==> src/rtl/sdrd_pkg.sv <==
// Shared constants for the SDRD deserializer: register map, status bit
// positions and default widths.
package sdrd_pkg;

    localparam int SDRD_DATA_W = 8;
    localparam int SDRD_DEPTH  = 4;
    localparam int SDRD_CNT_W  = 3;

    localparam logic REG_DATA = 1'b0;
    localparam logic REG_STAT = 1'b1;

    // Status bit positions for the default word width; ovf is always the MSB.
    localparam int STAT_OVF  = SDRD_DATA_W - 1;
    localparam int STAT_PERR = SDRD_DATA_W - 2;

    // Serial frame length: data bits plus an optional trailing parity bit.
    function automatic int frame_len(input int data_w, input bit parity);
        return data_w + (parity ? 1 : 0);
    endfunction

endpackage

==> src/rtl/sdrd_fifo.sv <==
// Circular word buffer for the SDRD deserializer. Pointers carry one extra
// MSB so full and empty are distinguished without a separate counter.
module sdrd_fifo
    import sdrd_pkg::*;
#(
    parameter int DATA_W = SDRD_DATA_W,
    parameter int DEPTH  = SDRD_DEPTH,
    parameter int CNT_W  = SDRD_CNT_W
) (
    input  logic              clk,
    input  logic              rst,
    input  logic              push,
    input  logic [DATA_W-1:0] push_data,
    input  logic              pop,
    output logic [DATA_W-1:0] rd_data,
    output logic              full,
    output logic              empty,
    output logic [CNT_W-1:0]  count
);

    localparam int AW = $clog2(DEPTH);
    localparam logic [AW:0] FULL_CNT = (AW+1)'(DEPTH);

    logic [AW:0]       wptr_q, wptr_d;
    logic [AW:0]       rptr_q, rptr_d;
    logic [AW:0]       occ;
    logic [DATA_W-1:0] mem_q [DEPTH];
    logic [DATA_W-1:0] mem_d [DEPTH];
    logic              do_push;
    logic              do_pop;

    assign occ     = wptr_q - rptr_q;
    assign count   = CNT_W'(occ);
    assign full    = (occ == FULL_CNT);
    assign empty   = (occ == '0);
    assign rd_data = mem_q[rptr_q[AW-1:0]];

    // A pop frees its slot before the push is judged, so push-on-full with a
    // concurrent pop is accepted.
    assign do_pop  = pop & ~empty;
    assign do_push = push & (~full | do_pop);

    // Next pointer and storage contents.
    always_comb begin
        mem_d  = mem_q;
        wptr_d = wptr_q;
        rptr_d = rptr_q;
        if (do_push) begin
            mem_d[wptr_q[AW-1:0]] = push_data;
            wptr_d = wptr_q + 1'b1;
        end
        if (do_pop) begin
            rptr_d = rptr_q + 1'b1;
        end
    end

    // Pointer and storage registers.
    always_ff @(posedge clk or posedge rst) begin
        if (rst) begin
            wptr_q <= '0;
            rptr_q <= '0;
            for (int i = 0; i < DEPTH; i++) begin
                mem_q[i] <= '0;
            end
        end else begin
            wptr_q <= wptr_d;
            rptr_q <= rptr_d;
            mem_q  <= mem_d;
        end
    end

endmodule

==> src/rtl/sdrd_deserializer.sv <==
// SDRD deserializer: assembles qualified serial bits LSB-first into words,
// buffers them in sdrd_fifo and exposes data/status read registers.
// Optional odd-parity checking is built when SDRD_PARITY_EN is defined.
module sdrd_deserializer
    import sdrd_pkg::*;
#(
    parameter int DATA_W = SDRD_DATA_W,
    parameter int DEPTH  = SDRD_DEPTH,
    parameter int CNT_W  = SDRD_CNT_W
) (
    input  logic              clk,
    input  logic              rst,
    input  logic              sdrd,
    input  logic              sdrd_vld,
    input  logic              sdrd_sync,
    input  logic              bus_sel,
    input  logic              bus_rd,
    input  logic              bus_addr,
    output logic [DATA_W-1:0] bus_rdata,
    output logic              rx_nempty
);

`ifdef SDRD_PARITY_EN
    localparam bit PARITY = 1'b1;
`else
    localparam bit PARITY = 1'b0;
`endif

    localparam int FRAME_LEN = frame_len(DATA_W, PARITY);
    localparam int BC_W      = $clog2(FRAME_LEN + 1);
    localparam int OVF_BIT   = STAT_OVF + DATA_W - SDRD_DATA_W;
    localparam int PERR_BIT  = STAT_PERR + DATA_W - SDRD_DATA_W;

    logic [FRAME_LEN-1:0] shreg_q, shreg_d;
    logic [BC_W-1:0]      bitcnt_q, bitcnt_d;
    logic [BC_W-1:0]      bc_next;
    logic                 push_q, push_d;
    logic                 ovf_q, ovf_d;
    logic [DATA_W-1:0]    bus_rdata_q, bus_rdata_d;
    logic                 rx_nempty_q;
    logic [DATA_W-1:0]    stat_word;
    logic [DATA_W-1:0]    head;
    logic                 full, empty;
    logic [CNT_W-1:0]     count;
    logic                 data_rd, stat_rd;
    logic                 perr;

    assign data_rd = bus_sel & bus_rd & (bus_addr == REG_DATA);
    assign stat_rd = bus_sel & bus_rd & (bus_addr == REG_STAT);

    sdrd_fifo #(
        .DATA_W (DATA_W),
        .DEPTH  (DEPTH),
        .CNT_W  (CNT_W)
    ) u_fifo (
        .clk       (clk),
        .rst       (rst),
        .push      (push_q),
        .push_data (shreg_q[DATA_W-1:0]),
        .pop       (data_rd),
        .rd_data   (head),
        .full      (full),
        .empty     (empty),
        .count     (count)
    );

    // Shift path: sync restarts the frame, completion requests a push that
    // the FIFO takes on the following edge.
    always_comb begin
        shreg_d  = shreg_q;
        bitcnt_d = bitcnt_q;
        push_d   = 1'b0;
        bc_next  = sdrd_sync ? BC_W'(1) : bitcnt_q + 1'b1;
        if (sdrd_vld) begin
            shreg_d = {sdrd, shreg_q[FRAME_LEN-1:1]};
            if (bc_next == BC_W'(FRAME_LEN)) begin
                bitcnt_d = '0;
                push_d   = 1'b1;
            end else begin
                bitcnt_d = bc_next;
            end
        end else if (sdrd_sync) begin
            bitcnt_d = '0;
        end
    end

`ifdef SDRD_PARITY_EN
    logic perr_q, perr_d;

    // Sticky parity error; a new error on a status-read edge survives the clear.
    always_comb begin
        perr_d = perr_q;
        if (stat_rd) perr_d = 1'b0;
        if (push_q && !(^shreg_q)) perr_d = 1'b1;
    end

    // Parity error flag register.
    always_ff @(posedge clk or posedge rst) begin
        if (rst) perr_q <= 1'b0;
        else     perr_q <= perr_d;
    end

    assign perr = perr_q;
`else
    assign perr = 1'b0;
`endif

    // Status word and bus read mux; overflow set wins over the read-clear.
    always_comb begin
        stat_word                = '0;
        stat_word[CNT_W-1:0]     = count;
        stat_word[OVF_BIT]       = ovf_q;
        stat_word[PERR_BIT]      = perr;
        ovf_d = ovf_q;
        if (stat_rd) ovf_d = 1'b0;
        if (push_q && full && !data_rd) ovf_d = 1'b1;
        bus_rdata_d = bus_rdata_q;
        if (data_rd) begin
            bus_rdata_d = empty ? '0 : head;
        end else if (stat_rd) begin
            bus_rdata_d = stat_word;
        end
    end

    // Shift, flag and bus output registers.
    always_ff @(posedge clk or posedge rst) begin
        if (rst) begin
            shreg_q     <= '0;
            bitcnt_q    <= '0;
            push_q      <= 1'b0;
            ovf_q       <= 1'b0;
            bus_rdata_q <= '0;
            rx_nempty_q <= 1'b0;
        end else begin
            shreg_q     <= shreg_d;
            bitcnt_q    <= bitcnt_d;
            push_q      <= push_d;
            ovf_q       <= ovf_d;
            bus_rdata_q <= bus_rdata_d;
            rx_nempty_q <= ~empty;
        end
    end

    assign bus_rdata = bus_rdata_q;
    assign rx_nempty = rx_nempty_q;

endmodule

==> config.mk <==
export PLATFORM = sky130hd
export DESIGN_NAME = sdrd_deserializer
export DESIGN_NICKNAME = d
export VERILOG_FILES = /design/src/rtl/sdrd_pkg.sv /design/src/rtl/sdrd_fifo.sv /design/src/rtl/sdrd_deserializer.sv
export SDC_FILE = /design/constraint.sdc
export NUM_CORES = 1
export LEC_CHECK = 0
export CORE_MARGIN = 2
export CORE_UTILIZATION = 63
export DETAILED_ROUTE_END_ITERATION = 8
export GPL_ROUTABILITY_DRIVEN = 0
export PLACE_DENSITY_LB_ADDON = 0.3
export SLEW_MARGIN = 25
export SYNTH_ARGS = -nofsm -noshare
export SYNTH_HDL_FRONTEND = slang
export SYNTH_SLANG_ARGS = --single-unit
==> constraint.sdc <==
create_clock -name clk -period 4.6 [get_ports clk]
set_clock_uncertainty 0.05 [all_clocks]
set_input_delay 1.38 -clock clk [delete_from_list [all_inputs] [get_ports clk]]
set_output_delay 1.38 -clock clk [all_outputs]
set_load 0.02 [all_outputs]
Run 1, supply network:
Pins as bars on the die edge. Tap cells in grey.
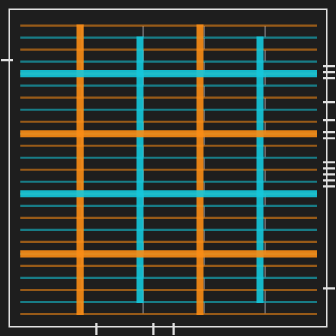
VDD -> cyan
VSS -> orange
met1 rails = 25
tap cells = 52
met4 straps = 4
met5 straps = 4
signal pins = 17

Run 1, placed cells, one colour a class:
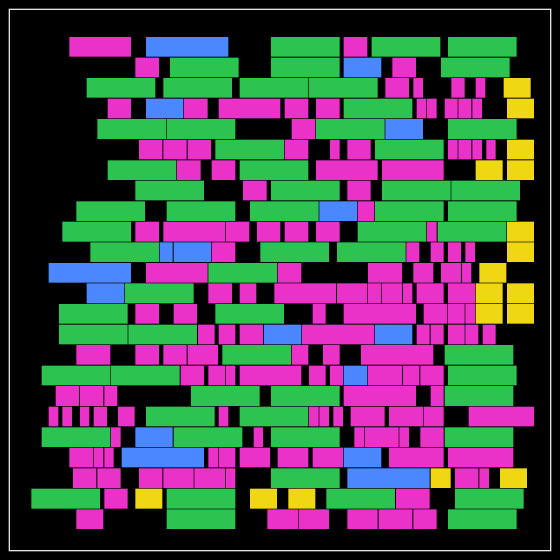
combinational and other logic -> magenta  # cells 145, share of their area 40%
clock drivers and dummy loads -> blue  # cells 16, share of their area 8.3%
remaining buffers and delay cells -> yellow  # cells 17, share of their area 5.1%
sequential cells -> green  # cells 61, share of their area 47%
cell area after layout: 3320 µm²
final core occ: 75.8%

==> impl_table.tex, run 1 <==
% Auto-generated results table
\begin{tabular}{lr}
\hline
Metric & Value \\
\hline
\multicolumn{2}{l}{\textbf{Floorplan}} \\
Standard-cell row count & 24 \\
Die width & 71.5 µm \\
\multicolumn{2}{l}{\textbf{Outcome}} \\
Result of the run & completed \\
\multicolumn{2}{l}{\textbf{Power}} \\
P\_comb & 0.376 mW \\
Worst VDD drop & 0.352 mV \\
Leakage Power & 1.45 nW \\
Combinational Power Share & 22.3\% \\
\multicolumn{2}{l}{\textbf{Timing}} \\
Hold violation total from the final report & 0 \\
Final cycle utilization of the critical path & 65.3\% \\
Achievable frequency & 333 MHz \\
\multicolumn{2}{l}{\textbf{Cells and area}} \\
FF+latch area & 1530 µm² \\
Largest cell class by area & flip-flops and latches \\
Top reg by flops & u\_fifo.mem\_q \\
Portion of the layout cell area used by clock cells & 8.17\% \\
Sequential share of cell area & 45.9\% \\
\multicolumn{2}{l}{\textbf{Setup path}} \\
Terminus of the critical flop-to-flop path & u\_fifo.mem\_q[1] \\
Classification of the worst setup path & in -> reg \\
Source of the critical timing path & bus\_addr \\
Cell family with the largest share of critical-path delay & simple AND/OR/NAND/NOR gates \\
\multicolumn{2}{l}{\textbf{Clocking}} \\
Number of post-CTS setup repair buffers & 0 \\
Count of hold-fix buffers inserted at cts & 0 \\
Buffer depth of the longest clock path & 2 \\
\multicolumn{2}{l}{\textbf{Route}} \\
DR pass1 iterations & 4 \\
Total length of routed met3 wires & 375 µm \\
\multicolumn{2}{l}{\textbf{Synth}} \\
Prevailing post-synth register cell & sky130\_fd\_sc\_hd\_\_dfrtp\_1 \\
Area leader share & 53.1\% \\
Cell Area, Synth & 2870 µm² \\
\multicolumn{2}{l}{\textbf{GRT}} \\
Initial antenna violation count & 0 \\
\multicolumn{2}{l}{\textbf{Hold path}} \\
Worst hold path stage count & 2 \\
\hline
\end{tabular}
Run 1, clock network drawn from the DEF:
The bar under the picture is 20 µm long.
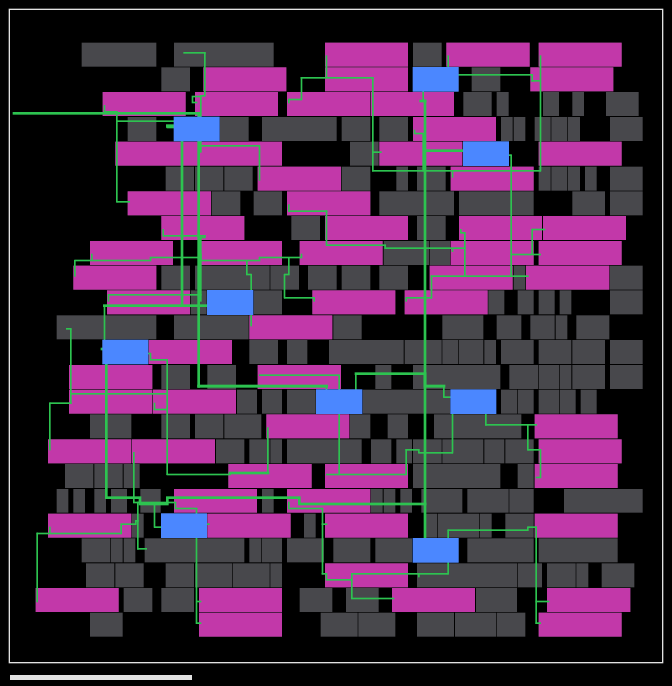
clock drivers -> blue  # count 9
clock wires -> green  # length 739 µm
flip-flops -> magenta  # count 61
flops lie = widely spread
routed clock nets = 10
later-pin clock latency in the skew report: 350 ps
power share of the clock group: 38.3%
power of the clock network: 0.646 mW

Run 1, routed metal, one colour a layer:
The bar under the picture is 20 µm long.
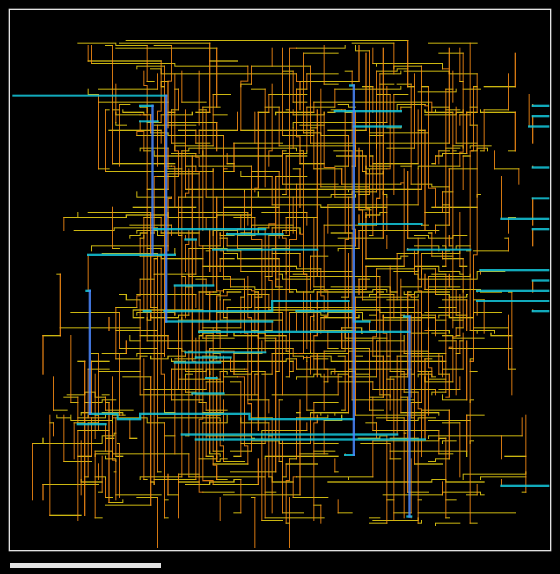
metal 4 -> blue  # wire length 141 µm
metal 1 -> yellow  # wire length 2,570 µm
metal 3 -> cyan  # wire length 375 µm
metal 2 -> orange  # wire length 3,210 µm
drt total wl: 6290 µm
GR Util All Layers: 28.1%
via count: 1,959

--- run 2 (diff from run 1) ---
--- a/config.mk
+++ b/config.mk
@@ -6,7 +6,7 @@
 export NUM_CORES = 1
 export LEC_CHECK = 0
 export CORE_MARGIN = 2
-export CORE_UTILIZATION = 63
+export CORE_UTILIZATION = 59
 export DETAILED_ROUTE_END_ITERATION = 8
 export GPL_ROUTABILITY_DRIVEN = 0
 export PLACE_DENSITY_LB_ADDON = 0.3
==> constraint.sdc (replaced) <==
create_clock -name clk -period 2.85 [get_ports clk]
set_clock_uncertainty 0.05 [all_clocks]
set_input_delay 0.855 -clock clk [delete_from_list [all_inputs] [get_ports clk]]
set_output_delay 0.855 -clock clk [all_outputs]
set_load 0.02 [all_outputs]
Run 2, clock network drawn from the DEF:
The bar under the picture is 20 µm long.
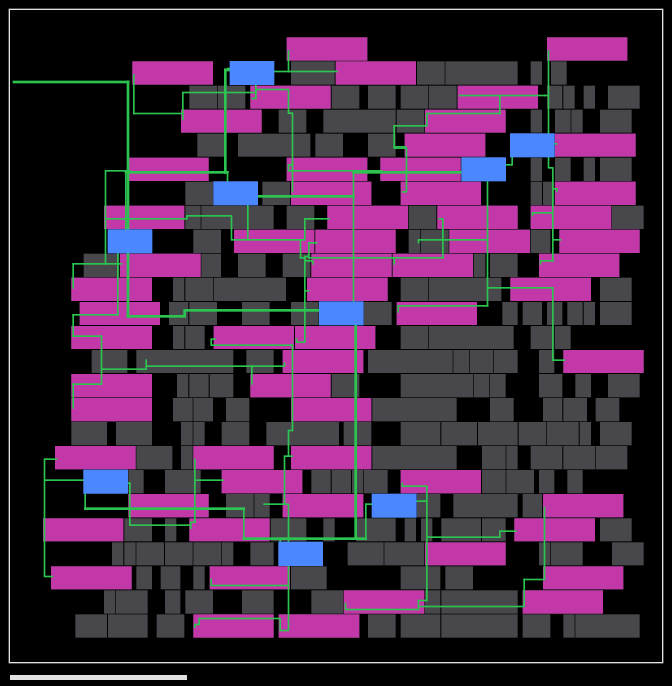
power of the clock network: 0.745 mW
later-pin clock latency in the skew report: 340 ps
power share of the clock group: 30.5%

Run 2, routing congestion map:
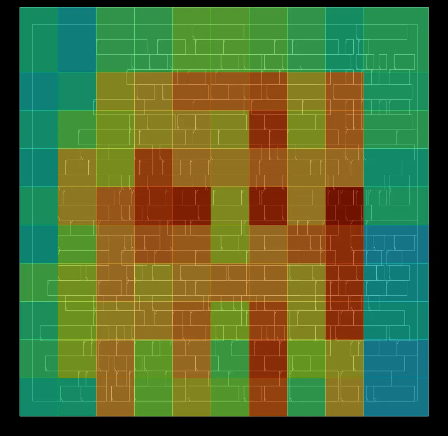
GR Util All Layers: 24.6%
met1 global-route usage: 30.7%
most crowded layer after global routing: met2

Run 2, placed cells, one colour a class:
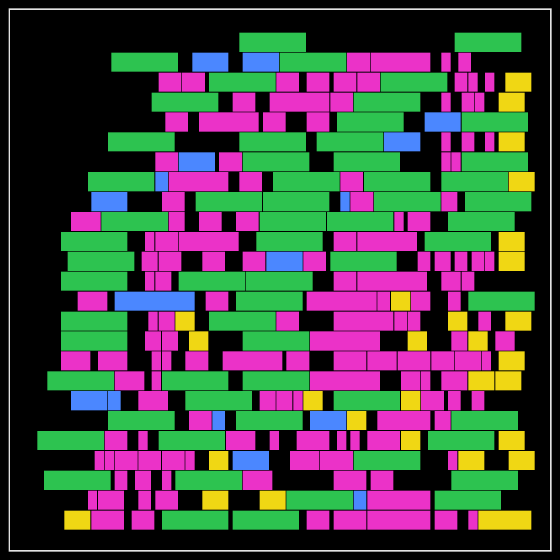
sequential cells -> green  # cells 61, share of their area 47%
remaining buffers and delay cells -> yellow  # cells 28, share of their area 8.0%
combinational and other logic -> magenta  # cells 145, share of their area 40%
clock drivers and dummy loads -> blue  # cells 16, share of their area 5.8%

==> run 2 against run 1 <==
Wire length shrank 7.7%. First-iteration DRC count fell by 7.4%. Sequential share of layout area shrank 0.46 points. Via count is 0.87% lower. Largest cell class unchanged. Sequential power grew 51%.
==> impl_table.tex, run 2 <==
% Auto-generated results table
\begin{tabular}{lr}
\hline
Metric & Value \\
\hline
\multicolumn{2}{l}{\textbf{Timing}} \\
Final cycle utilization of the critical path & 89.5\% \\
Worst setup margin & 300 ps \\
Achievable frequency & 392 MHz \\
Hold violation total from the final report & 0 (unchanged) \\
\multicolumn{2}{l}{\textbf{GRT}} \\
Met2 global-route usage & 39.5\% \\
Initial antenna violation count & 0 (unchanged) \\
\multicolumn{2}{l}{\textbf{Clocking}} \\
Total CTS buffers & 9 \\
Number of gates resized after cts & 0 \\
Number of post-CTS setup repair buffers & 0 (unchanged) \\
Buffer depth of the longest clock path & 2 (unchanged) \\
\multicolumn{2}{l}{\textbf{Synth}} \\
Number of enable-type register cells in the synthesized netlist & 0 \\
Area leader share & 53.1\% (unchanged) \\
Prevailing post-synth register cell & sky130\_fd\_sc\_hd\_\_dfrtp\_1 \\
Cell Area, Synth & 2870 µm² (unchanged) \\
\multicolumn{2}{l}{\textbf{Route}} \\
Drt total wl & 5810 µm (-7.7\%) \\
Via count & 1,942 (-0.87\%) \\
DR pass1 iterations & 4 (unchanged) \\
\# DRC & 0 \\
Total length of routed met3 wires & 428 µm (+14\%) \\
\multicolumn{2}{l}{\textbf{Power}} \\
Combinational Power Share & 28.7\% (+6.4 points) \\
Leakage Power & 1.47 nW (+1.7\%) \\
Worst VDD drop & 0.427 mV (+21\%) \\
Power Sequential & 0.997 mW \\
Biggest consumer & sequential cells \\
P\_comb & 0.701 mW (+86\%) \\
\multicolumn{2}{l}{\textbf{Cells and area}} \\
Bufs w/o clock & 28 \\
Largest cell class by area & flip-flops and latches \\
Largest register FFs & 32 \\
Final core occ & 71.1\% (-4.7 points) \\
Most instantiated logic cells after routing & sky130\_fd\_sc\_hd\_\_dfrtp\_1, sky130\_fd\_sc\_hd\_\_a22o\_1, sky130\_fd\_sc\_hd\_\_nand2\_1 \\
Antenna Cells & 0 \\
Portion of the layout cell area used by clock cells & 5.70\% (-2.5 points) \\
Logic area & 1270 µm² \\
Top reg by flops & u\_fifo.mem\_q \\
Cell area after layout & 3360 µm² (+1.0\%) \\
\multicolumn{2}{l}{\textbf{Setup path}} \\
Classification of the worst setup path & reg -> reg \\
Cell count of the worst reg-to-reg path & 6 \\
Cell family with the largest share of critical-path delay & adder cells \\
Terminus of the critical flop-to-flop path & u\_fifo.wptr\_q[1] \\
Source of the critical timing path & u\_fifo.wptr\_q[0] \\
Instance count on the critical path & 6 \\
Sequence of cells on the critical path & inv\_1 -> ha\_1 -> fa\_1 -> nand2\_1 -> o31ai\_2 -> mux2\_2 \\
\multicolumn{2}{l}{\textbf{Floorplan}} \\
Die width & 73.8 µm (+3.2\%) \\
Standard-cell row count & 25 (+4.2\%) \\
\multicolumn{2}{l}{\textbf{Outcome}} \\
Result of the run & completed \\
\hline
\end{tabular}
Power is estimated from default activity; no workload was simulated.
